===== src/rtl/serial_sum_deserializer.sv =====
// Reassembles an LSB-first serial sum stream into a WIDTH-bit word behind a valid/ready handshake.
// Optional final-carry capture is built when OVERFLOW_DETECT_EN is defined.
module serial_sum_deserializer #(
    parameter int unsigned WIDTH = 8
) (
    input  logic             clk,
    input  logic             rst,
    input  logic             in_valid,
    input  logic             in_bit,
    input  logic             in_carry,
    input  logic             abort,
    output logic [WIDTH-1:0] out_data,
    output logic             out_carry,
    output logic             out_valid,
    input  logic             out_ready,
    output logic             busy,
    output logic             dropped
);

    localparam int unsigned CNT_W = (WIDTH > 1) ? $clog2(WIDTH) : 1;
    localparam logic [CNT_W-1:0] CNT_LAST = CNT_W'(WIDTH - 1);

    typedef enum logic [1:0] {
        IDLE  = 2'd0,
        SHIFT = 2'd1,
        HOLD  = 2'd2
    } state_e;

    state_e             state_q, state_d;
    logic [CNT_W-1:0]   cnt_q, cnt_d;
    logic [WIDTH-1:0]   sr_q, sr_d;
    logic [WIDTH-1:0]   data_q, data_d;
    logic               out_valid_q;
    logic               busy_q;
    logic               dropped_q, dropped_d;
    logic [WIDTH-1:0]   sr_shift;
    logic               final_c;

    assign sr_shift = {in_bit, sr_q[WIDTH-1:1]};

    // Next-state, counter, shift register and output word.
    always_comb begin
        state_d   = state_q;
        cnt_d     = cnt_q;
        sr_d      = sr_q;
        data_d    = data_q;
        dropped_d = 1'b0;
        final_c   = 1'b0;

        if (abort) begin
            state_d = IDLE;
            cnt_d   = '0;
            sr_d    = '0;
        end else begin
            unique case (state_q)
                IDLE: begin
                    if (in_valid) begin
                        sr_d    = sr_shift;
                        cnt_d   = CNT_W'(1);
                        state_d = SHIFT;
                    end
                end
                SHIFT: begin
                    if (in_valid) begin
                        sr_d = sr_shift;
                        if (cnt_q == CNT_LAST) begin
                            data_d  = sr_shift;
                            cnt_d   = '0;
                            final_c = 1'b1;
                            state_d = HOLD;
                        end else begin
                            cnt_d = cnt_q + CNT_W'(1);
                        end
                    end
                end
                HOLD: begin
                    if (out_ready) begin
                        if (in_valid) begin
                            // Handshake and new first bit in the same cycle: zero-bubble restart.
                            sr_d    = sr_shift;
                            cnt_d   = CNT_W'(1);
                            state_d = SHIFT;
                        end else begin
                            state_d = IDLE;
                        end
                    end else if (in_valid) begin
                        dropped_d = 1'b1;
                    end
                end
                default: begin
                    state_d = IDLE;
                    cnt_d   = '0;
                    sr_d    = '0;
                end
            endcase
        end
    end

    // State and registered outputs.
    always_ff @(posedge clk) begin
        if (rst) begin
            state_q     <= IDLE;
            cnt_q       <= '0;
            sr_q        <= '0;
            data_q      <= '0;
            out_valid_q <= 1'b0;
            busy_q      <= 1'b0;
            dropped_q   <= 1'b0;
        end else begin
            state_q     <= state_d;
            cnt_q       <= cnt_d;
            sr_q        <= sr_d;
            data_q      <= data_d;
            out_valid_q <= (state_d == HOLD);
            busy_q      <= (state_d != IDLE);
            dropped_q   <= dropped_d;
        end
    end

`ifdef OVERFLOW_DETECT_EN
    logic carry_q;

    // Carry is captured only with the final bit so it stays aligned with out_data.
    always_ff @(posedge clk) begin
        if (rst) begin
            carry_q <= 1'b0;
        end else if (final_c) begin
            carry_q <= in_carry;
        end
    end

    assign out_carry = carry_q;
`else
    logic unused_carry;
    assign unused_carry = in_carry ^ final_c;
    assign out_carry    = 1'b0;
`endif

    assign out_data  = data_q;
    assign out_valid = out_valid_q;
    assign busy      = busy_q;
    assign dropped   = dropped_q;

endmodule


===== config.mk =====
export PLATFORM = sky130hd
export DESIGN_NAME = serial_sum_deserializer
export DESIGN_NICKNAME = d
export VERILOG_FILES = /design/src/rtl/serial_sum_deserializer.sv
export SDC_FILE = /design/constraint.sdc
export NUM_CORES = 1
export LEC_CHECK = 0
export CAP_MARGIN = 20
export CORE_MARGIN = 1
export CORE_UTILIZATION = 53
export CTS_CLUSTER_DIAMETER = 50
export DETAILED_ROUTE_END_ITERATION = 7
export PLACE_DENSITY = 0.85
export RECOVER_POWER = 25
export REMOVE_ABC_BUFFERS = 1
export SLEW_MARGIN = 10
export SYNTH_ARGS = -nofsm -noshare
export SYNTH_HDL_FRONTEND = slang
export SYNTH_SLANG_ARGS = --single-unit

===== constraint.sdc =====
create_clock -name clk -period 3.25 [get_ports clk]
set_input_delay 0.325 -clock clk [delete_from_list [all_inputs] [get_ports clk]]
set_output_delay 0.325 -clock clk [all_outputs]
set_load 0.02 [all_outputs]

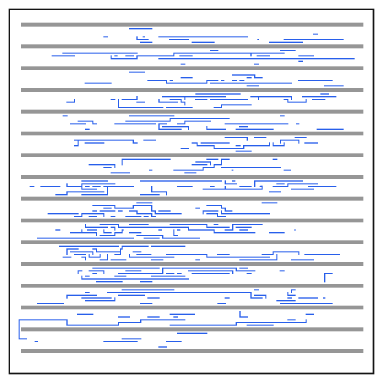
(metal 1)
(8 px per um) Supply wires on this layer in grey.
nets with wire on the layer = 120
share of all routed wire = 46%
main direction = horizontal
wire length on this layer = 842 um
longest straight run = 24.4 um
total number of vias: 803
final WL: 1820 um
met1 track demand over resource in global routing: 0.273

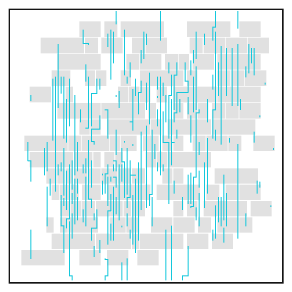
(met2 routing)
(6 px per um)
wire length on this layer = 884 um
nets with wire on the layer = 112
M2 GR Usage: 0.307

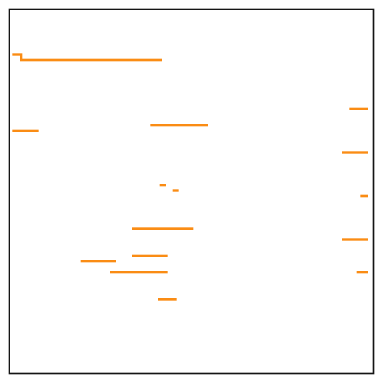
(M3 wires)
(8 px per um)
nets with wire on the layer = 13
share of all routed wire = 3.5%
main direction = horizontal
longest straight run = 17.5 um
wire length on this layer = 63.9 um
grt met3 use: 0.0360

==> out/results.tsv <==
metric	value	unit
postCtsSetupBuffers	0	
path_cells	dlygate4sd3_1, nand2_1, nor3_4, mux2i_1	
report.final.slew_viol_count	0	
seq_area_frac	0.389	
met2WireLength	884	um
holdCritPathClass	reg -> reg	
worstSetupStartpointType	primary input	
worst_clock_skew_on_the_final_layout	0.00286	ns
worstMarginPinSlew	0.609	ns
final_total_pwr	449	uW
log.warning_count	26	
final_period_minus_worst_setup_slack	1.93	ns
synthAoiAreaFrac	0.132	
synthDominantCellAreaShare	0.462	
clock-sinks	23	
antenna_left	0	
synth-seq-area-share	0.462	
maximum_number_of_pins_on_one_net_before_global_route_repair	18	
multiInputGateArea	497	sq um
layout-area-overhead-vs-synth	18.8	%
die_height	45.4	um
hpwl	1300	um
cp.required	3.50	ns
pwr-share-comb	0.066	
setup_tns	0	ns
synth-warning-count	0	
post_cts_hold_buffer_count	0	
vias_per_cell	5.43	
cts_buffers	3	
power_per_cell_area	379	mW/mm^2
critPathCaptureType	flip-flop	
yosys.area_share.simple	0.258	
p_leak	0.383	nW
timing.hold.worst_endpoint	out_data[0]	
multiInputCombCellCount	78	
critical_path_peak_fanout	16	
worst_reg2reg_path_startpoint	cnt_q[0]	
final_layout_top_logic_cells	dfxtp_1, nand2b_1, clkdlybuf4s50_1	
nNetsFinal	133	
hold_path_depth	2	
power_report.internal_total	343	uW
diodes	0	
dr.pass1.iters	4	
ys_chip_area	996	sq um
floorplan.die_area	0.00206	sq mm
cp.arrival	2.17	ns
setup.worst_path.start	in_valid	
crit_slowest_cell	dlygate4sd3_1	
cts_root_buf	clkbuf_4	
seq_power	287	uW
post_cts_resized	0	
worst_hold_slack	0.482	ns
grt_most_used_layer	met2	
switchingPower	106	uW
filler_free_cell_count_of_the_finished_design	148	
timing.reg2reg.setup_slack	1.56	ns
worstPathBufferInverterCount	1	
final.signal_buffer_count	16	
layout_cells_sized_above_1	0.0488	
final_core_util	0.678	
syn-mean-instance-area	9.05	sq um
yosys-stat-cells	110	
n_tap_cell	25	
dr.first_iter.drc_count	9	
worst-path-stages	4	
asyncSetResetFlopFracSynth	0	
dp_worst_setup_slack	1.05	ns
cts-root-to-sink-buffers	2	
swShare	0.235	
clkbuf_count	3	
area_leaders	dfxtp_1, nand2b_1, mux2i_1	
powerClk	132	uW
met1_length	841	um
placementRows	15	
clkSlewWorstSetupHoldPaths	0.12	ns
layout.non_clock_inverters	2	
synth_top_flop_cell	dfxtp_1	
fillers	139	
cap_violations	0	
fp_util	0.571	
combinational_share_of_cell_area	0.420	
count_of_final_hold_check_violations	0	
final_design_area_no_fill	0.00118	sq mm
crit_end	out_data[0]	
xor_area_frac	0	
enable_flop_cells	0	
synth.cellmix.adderShare	0.0251	
sequential_cell_area	460	sq um
seq_power_share	0.639	
port_buffers	16	
achievable-frequency	0.519	GHz
outcome	finished, final reports clean	
rsz0062_at_grt	no	
top_power_group	registers	
clkPwrFrac	0.295	
globalRoute.totalOverflow	0	
syn-cell-area	996	sq um
nFlopsAndLatches	23	
met3_length	63	um
setup_violations	0	
clk_latency	0.31	ns
number_of_global_route_vias_before_repair	675	
yosys.cell_types.count	26	
maxUsedRoutingLayer	met4	
max-vdd-ir-drop	309	uV
worst_hold_start	out_data[0]	
No activity file was given, so power comes from the tool's default toggle rates.
